[config.mk]
export PLATFORM = sky130hd
export DESIGN_NAME = shift_unit_pipelined
export DESIGN_NICKNAME = d
export VERILOG_FILES = /design/src/rtl/shift_unit_pipelined.sv
export SDC_FILE = /design/constraint.sdc
export NUM_CORES = 1
export LEC_CHECK = 0
export CAP_MARGIN = 20
export CORE_ASPECT_RATIO = 1.4
export CORE_MARGIN = 2
export CORE_UTILIZATION = 35
export CTS_CLUSTER_DIAMETER = 100
export DETAILED_ROUTE_END_ITERATION = 8
export HOLD_SLACK_MARGIN = 0.1
export PLACE_DENSITY_LB_ADDON = 0.08
export REMOVE_ABC_BUFFERS = 1
export SETUP_SLACK_MARGIN = 0.05
export SLEW_MARGIN = 20
export SYNTH_ARGS = -nofsm -noshare
export SYNTH_HDL_FRONTEND = slang
export SYNTH_SLANG_ARGS = --single-unit
[constraint.sdc]
create_clock -name clk -period 1.9 [get_ports clk]
set_input_delay 0.38 -clock clk [delete_from_list [all_inputs] [get_ports clk]]
set_output_delay 0.38 -clock clk [all_outputs]
set_load 0.02 [all_outputs]
[src/rtl/shift_unit_pipelined.sv]
// Pipelined shift/rotate unit with valid/ready handshake, tag pass-through and flush.
// Left operations are right operations on a bit-reversed operand. The operand is reversed
// on entry and the result is reversed back in the last stage. Word mode works on the low
// 32 bits. Its operand is pre-extended on entry, so that every right-shift level works
// unchanged on the full XLEN width. The result is then sign-extended from bit 31 on exit.
module shift_unit_pipelined #(
  parameter int XLEN     = 32,
  parameter int STAGES   = 2,
  parameter int ID_W     = 3,
  parameter int WORD_OPS = 0
) (
  input  logic                    clk,
  input  logic                    rst_n,
  input  logic                    in_valid,
  output logic                    in_ready,
  input  logic [XLEN-1:0]         in_data,
  input  logic [$clog2(XLEN)-1:0] in_shamt,
  input  logic [2:0]              in_op,
  input  logic                    in_word,
  input  logic [ID_W-1:0]         in_id,
  input  logic                    flush,
  output logic                    out_valid,
  input  logic                    out_ready,
  output logic [XLEN-1:0]         out_data,
  output logic [ID_W-1:0]         out_id
);

  localparam int SH_W = $clog2(XLEN);
  // shift levels handled per register stage (LSB levels first)
  localparam int GRP  = (SH_W + STAGES - 1) / STAGES;
  localparam int LAST = STAGES - 1;

  localparam logic [2:0] OP_SLL = 3'd0;
  localparam logic [2:0] OP_SRL = 3'd1;
  localparam logic [2:0] OP_SRA = 3'd2;
  localparam logic [2:0] OP_ROL = 3'd3;
  localparam logic [2:0] OP_ROR = 3'd4;

  localparam logic [SH_W-1:0] WORD_SH_MASK = SH_W'(32'd31);

  function automatic logic [XLEN-1:0] rev_xlen_f(input logic [XLEN-1:0] d);
    logic [XLEN-1:0] r;
    for (int i = 0; i < XLEN; i++) begin
      r[i] = d[XLEN-1-i];
    end
    return r;
  endfunction

  function automatic logic [31:0] rev32_f(input logic [31:0] d);
    logic [31:0] r;
    for (int i = 0; i < 32; i++) begin
      r[i] = d[31-i];
    end
    return r;
  endfunction

  function automatic logic is_left_f(input logic [2:0] op);
    return (op == OP_SLL) || (op == OP_ROL);
  endfunction

  function automatic logic is_rot_f(input logic [2:0] op);
    return (op == OP_ROL) || (op == OP_ROR);
  endfunction

  // One mux level: right shift/rotate by a fixed power-of-two amount.
  function automatic logic [XLEN-1:0] right_level_f(input logic [XLEN-1:0] d, input int amt,
                                                    input logic rot, input logic arith);
    logic [XLEN-1:0] r;
    if (rot) begin
      r = (d >> amt) | (d << (XLEN - amt));
    end else if (arith) begin
      r = XLEN'($signed(d) >>> amt);
    end else begin
      r = d >> amt;
    end
    return r;
  endfunction

  // Exit transform: undo the entry reversal, sign-extend word results, zero reserved ops.
  function automatic logic [XLEN-1:0] exit_f(input logic [XLEN-1:0] d, input logic [2:0] op,
                                             input logic word);
    logic [XLEN-1:0] r;
    logic [31:0]     low;
    if (word) begin
      if (is_left_f(op)) begin
        low = rev32_f(d[31:0]);
      end else begin
        low = d[31:0];
      end
      r = XLEN'($signed(low));
    end else begin
      low = d[31:0];
      if (is_left_f(op)) begin
        r = rev_xlen_f(d);
      end else begin
        r = d;
      end
    end
    case (op)
      OP_SLL, OP_SRL, OP_SRA, OP_ROL, OP_ROR: exit_f = r;
      default:                                exit_f = {XLEN{1'b0}};
    endcase
  endfunction

  // Stage registers
  logic [STAGES-1:0] valid_r;
  logic [XLEN-1:0]   data_r  [STAGES];
  logic [2:0]        op_r    [STAGES];
  logic              word_r  [STAGES];
  logic [SH_W-1:0]   shamt_r [STAGES];
  logic [ID_W-1:0]   id_r    [STAGES];

  // Values presented to each stage's input (stage 0 from the request port)
  logic              feed_valid_s [STAGES];
  logic [XLEN-1:0]   feed_data_s  [STAGES];
  logic [2:0]        feed_op_s    [STAGES];
  logic              feed_word_s  [STAGES];
  logic [SH_W-1:0]   feed_shamt_s [STAGES];
  logic [ID_W-1:0]   feed_id_s    [STAGES];
  logic [XLEN-1:0]   stage_res_s  [STAGES];
  logic [STAGES-1:0] can_take_s;

  logic            word_s;
  logic            left_s;
  logic [SH_W-1:0] shamt_s;
  logic [31:0]     low_s;
  logic [XLEN-1:0] entry_s;

  // Entry transform: word-mode operand preparation and bit reversal for left operations.
  always_comb begin
    word_s  = 1'b0;
    left_s  = is_left_f(in_op);
    shamt_s = in_shamt;
    low_s   = in_data[31:0];
    entry_s = in_data;
    if (WORD_OPS != 0) begin
      word_s = in_word;
    end else begin
      word_s = 1'b0;
    end
    if (word_s) begin
      shamt_s = in_shamt & WORD_SH_MASK;
      if (left_s) begin
        low_s = rev32_f(in_data[31:0]);
      end else begin
        low_s = in_data[31:0];
      end
      // Rotates see the word replicated, so wrapped bits come from the same word.
      if (is_rot_f(in_op)) begin
        entry_s = XLEN'({low_s, low_s});
      end else if (in_op == OP_SRA) begin
        entry_s = XLEN'($signed(low_s));
      end else begin
        entry_s = XLEN'(low_s);
      end
    end else begin
      shamt_s = in_shamt;
      low_s   = in_data[31:0];
      if (left_s) begin
        entry_s = rev_xlen_f(in_data);
      end else begin
        entry_s = in_data;
      end
    end
  end

  // Route the request into stage 0 and each register into the following stage.
  always_comb begin
    feed_valid_s[0] = in_valid;
    feed_data_s[0]  = entry_s;
    feed_op_s[0]    = in_op;
    feed_word_s[0]  = word_s;
    feed_shamt_s[0] = shamt_s;
    feed_id_s[0]    = in_id;
    for (int s = 1; s < STAGES; s++) begin
      feed_valid_s[s] = valid_r[s-1];
      feed_data_s[s]  = data_r[s-1];
      feed_op_s[s]    = op_r[s-1];
      feed_word_s[s]  = word_r[s-1];
      feed_shamt_s[s] = shamt_r[s-1];
      feed_id_s[s]    = id_r[s-1];
    end
  end

  // Per-stage datapath: apply this stage's group of levels; last stage adds the exit transform.
  always_comb begin
    logic [XLEN-1:0] acc_s;
    logic            rot_s;
    logic            arith_s;
    acc_s   = {XLEN{1'b0}};
    rot_s   = 1'b0;
    arith_s = 1'b0;
    for (int s = 0; s < STAGES; s++) begin
      acc_s   = feed_data_s[s];
      rot_s   = is_rot_f(feed_op_s[s]);
      arith_s = (feed_op_s[s] == OP_SRA);
      for (int k = 0; k < SH_W; k++) begin
        if (((k / GRP) == s) && feed_shamt_s[s][k]) begin
          acc_s = right_level_f(acc_s, 1 << k, rot_s, arith_s);
        end else begin
          acc_s = acc_s;
        end
      end
      if (s == LAST) begin
        stage_res_s[s] = exit_f(acc_s, feed_op_s[s], feed_word_s[s]);
      end else begin
        stage_res_s[s] = acc_s;
      end
    end
  end

  // A stage can load when empty or when its content moves on this cycle (bubble collapse).
  always_comb begin
    logic take_s;
    can_take_s   = {STAGES{1'b0}};
    take_s       = !valid_r[LAST] || out_ready;
    can_take_s[LAST] = take_s;
    for (int s = LAST - 1; s >= 0; s--) begin
      take_s        = !valid_r[s] || take_s;
      can_take_s[s] = take_s;
    end
  end

  assign in_ready  = can_take_s[0];
  assign out_valid = valid_r[LAST];
  assign out_data  = data_r[LAST];
  assign out_id    = id_r[LAST];

  // Stage register update: flush clears valids; payload loads only when a valid item moves in.
  always_ff @(posedge clk or negedge rst_n) begin
    if (!rst_n) begin
      valid_r <= {STAGES{1'b0}};
      for (int s = 0; s < STAGES; s++) begin
        data_r[s]  <= {XLEN{1'b0}};
        op_r[s]    <= 3'd0;
        word_r[s]  <= 1'b0;
        shamt_r[s] <= {SH_W{1'b0}};
        id_r[s]    <= {ID_W{1'b0}};
      end
    end else begin
      for (int s = 0; s < STAGES; s++) begin
        if (flush) begin
          valid_r[s] <= 1'b0;
        end else if (can_take_s[s]) begin
          valid_r[s] <= feed_valid_s[s];
        end else begin
          valid_r[s] <= valid_r[s];
        end
        if (can_take_s[s] && feed_valid_s[s]) begin
          data_r[s]  <= stage_res_s[s];
          op_r[s]    <= feed_op_s[s];
          word_r[s]  <= feed_word_s[s];
          shamt_r[s] <= feed_shamt_s[s];
          id_r[s]    <= feed_id_s[s];
        end else begin
          data_r[s]  <= data_r[s];
          op_r[s]    <= op_r[s];
          word_r[s]  <= word_r[s];
          shamt_r[s] <= shamt_r[s];
          id_r[s]    <= id_r[s];
        end
      end
    end
  end

endmodule
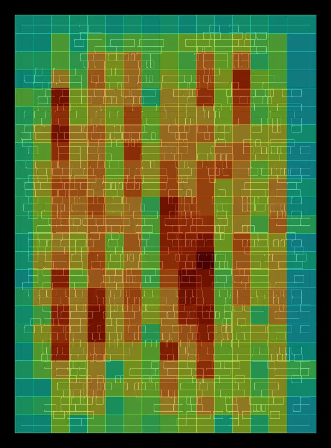
Fig. 1. Congestion heat map.
met3 usage: 0.0263
grt met1 use: 0.239
Finished Core Util: 0.491
GRT Max-Usage Layer: met2
Global Route Usage Sum: 0.209

==> deck_impl_summary.md <==
Physical Implementation Snapshot

Run status
  – Status: completed

Synthesis
  – Cell taking the most area after synthesis: dfrtp_1
  – Post-Syn Area: 5990 um2
  – Area share of the largest cell type after synthesis: 0.321
  – Yosys reg bits: 77
  – Synth Area per Inst: 9.86 um2
  – YS chip area: 5990 um2
  – Count leader, synth: mux2i_1

Placed design
  – Port buffer count: 84
  – Post-DP HPWL: 14500 um
  – Post-place setup slack: -0.781 ns

Final layout
  – Fill cell count: 1620
  – Logic area: 3840 um2
  – Area growth syn-to-layout: 37.2%
  – Fraction of layout cells with a size suffix above 1: 0.300
  – ANT cells: 0

Worst hold path
  – Worst hold stages: 2

Timing
  – Slew Viols, Final: 0
  – RSZ-0062 raised after global routing: true
  – Crit path time final: 1.86 ns
  – Setup-failing EPs final: 0
  – Worst Max-Slew Pin Slew: 0.623 ns

Setup path
  – Worst Path Buf+Inv: 2
  – Reg2reg end: out_data[8]
  – Worst Setup SP: in_op[0]
  – Slowest stage cell, crit path: mux4_2
  – Crit path max-delay family: multiplexers
  – CP Class: in -> reg

Route
  – Via/cell ratio: 5.81
  – Remaining antenna violation count: 0

Die
  – Fp util: 0.358
  – Die footprint: 18200 um2
  – Placeable Area: 16700 um2
  – Die height: 159 um
  – FP Rows: 56

Global route
  – Vias in the first global route: 5416

Pwr
  – Clock Power Share: 0.266
  – Combinational Power Share: 0.401
  – Worst ir drop on vdd: 0.478 mV
  – Internal: 0.00452 W
  – Net Sw Frac: 0.341
  – Seq pwr share: 0.333
  – P_leak: 3.42 nW

Job
  – Max Cap Viol: 0

Clocking
  – # H-tree levels: 3
  – Max Buffers Root-to-Sink: 2
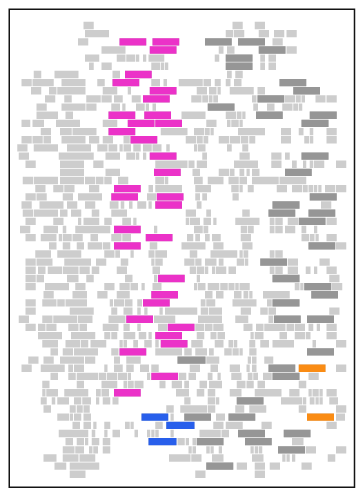
Fig. 2. Register map, names as in the netlist.
Drawn at 3 px/um. Other sequential cells in the stronger grey, the rest of the logic in the fainter grey.
netlist name	colour	sequential cells
data_r	magenta	32
feed_op_s	blue	3
valid_r	orange	2
Sequential Power: 0.00228 W
Seq/total area: 0.235
storage element area: 1930 um2

[worst register-to-register path, stage by stage, from the launching register on]
cell and delay (ns):
dfrtp_2 0.44, nor3b_2 0.19, buf_4 0.16, nor2_4 0.05
clkbuf_4 0.17, a211oi_2 0.16, o22a_1 0.20, mux2i_1 0.08
a22o_1 0.20
[cell families (layout without fill, tap and decap cells)]
| group | after synthesis | count (layout) | share of synthesized area |
|---|---|---|---|
| multiplexers | 125 | 125 | 0.280 |
| XOR/XNOR | 2 | 2 | 0.00919 |
| AND/OR/NAND/NOR | 151 | 151 | 0.114 |
| flip-flops | 77 | 77 | 0.321 |
| AND-OR/OR-AND | 169 | 169 | 0.195 |
| buffers and inverters | 84 | 205 | 0.0801 |
[per-stage QoR]
stage               utilization  std cells  area (um2)  TNS [ns]  hold WS, ns
floorplan                     -        528        5530    -34.59       0.0844
global placement          0.438        896        7340    -23.03        0.323
detailed placement        0.438        896        7340    -24.46        0.325
CTS                       0.474        922        7930         0        0.396
global route              0.491        932        8220         0        0.503
finish                    0.491        932        8220         0        0.469
[power groups by stage]
stage | registers (W) | logic (W) | clock network [W]
after global routing | 0.00233 | 0.00296 | 0.00192
after floorplan | 0.00246 | 0.00113 | 0
after global placement | 0.00229 | 0.00249 | 0
after detailed placement | 0.00231 | 0.00251 | 0
after CTS | 0.00228 | 0.00262 | 0.00186
final | 0.00228 | 0.00275 | 0.00182
[sequential cells by signal (all words and copies together), names as in the netlist]
register and flops:
data_r 32, out_data 32, feed_id_s 3, feed_op_s 3, out_id 3, feed_shamt_s 2
valid_r 2
[layout make-up]
cell class,count,area share
clock buffer,10,0.0278
clock inverter,6,0.0107
sequential,77,0.235
timing repair buffer,185,0.226
inverter,4,0.00228
multi-input combinational,447,0.468
tap,203,0.0309
[routing by layer]
metal	vias up	share of wire	global-route usage
li1	2529	-	-
met5	-	0	0
met1	2693	0.38	0.239
met2	160	0.54	0.382
met3	33	0.036	0.0263
met4	0	0.039	0.0887
[cell usage in the layout, fill, tap and decap left out, drive strengths merged, types with 6 or more instances in the layout]
cell and count:
and2 6, mux4 32, nand2 78, clkbuf 13, mux2i 83, buf 99, nor2b 11, o221ai 22
nand2b 6, mux2 10, dfrtp 77, clkdlybuf4s50 76, a2bb2oi 8, a222oi 7, nor2 37, a22oi 15
o21ai 43, a211oi 20, a21oi 20, o22ai 8
[worst min path at each step]
| stage | startpoint | end | slack, ns |
|---|---|---|---|
| floorplan | rst_n | data_r[32] | 0.08 |
| global placement | rst_n | out_id[1] | 0.32 |
| detailed placement | rst_n | feed_id_s[1] | 0.33 |
| CTS | in_op[0] | feed_op_s[0] | 0.40 |
| global route | in_op[0] | feed_op_s[0] | 0.50 |
| finish | feed_id_s[1] | feed_id_s[1] | 0.47 |
[what timing repair did]
item,4_1_cts,5_1_grt
endpoints found under the hold margin,25,0
cloned,3,4
gates resized,45,59
setup buffers,6,8
endpoints found under the setup margin,35,61
hold buffers,1,0
pin swaps,10,14
Power is estimated from default activity; no workload was simulated.
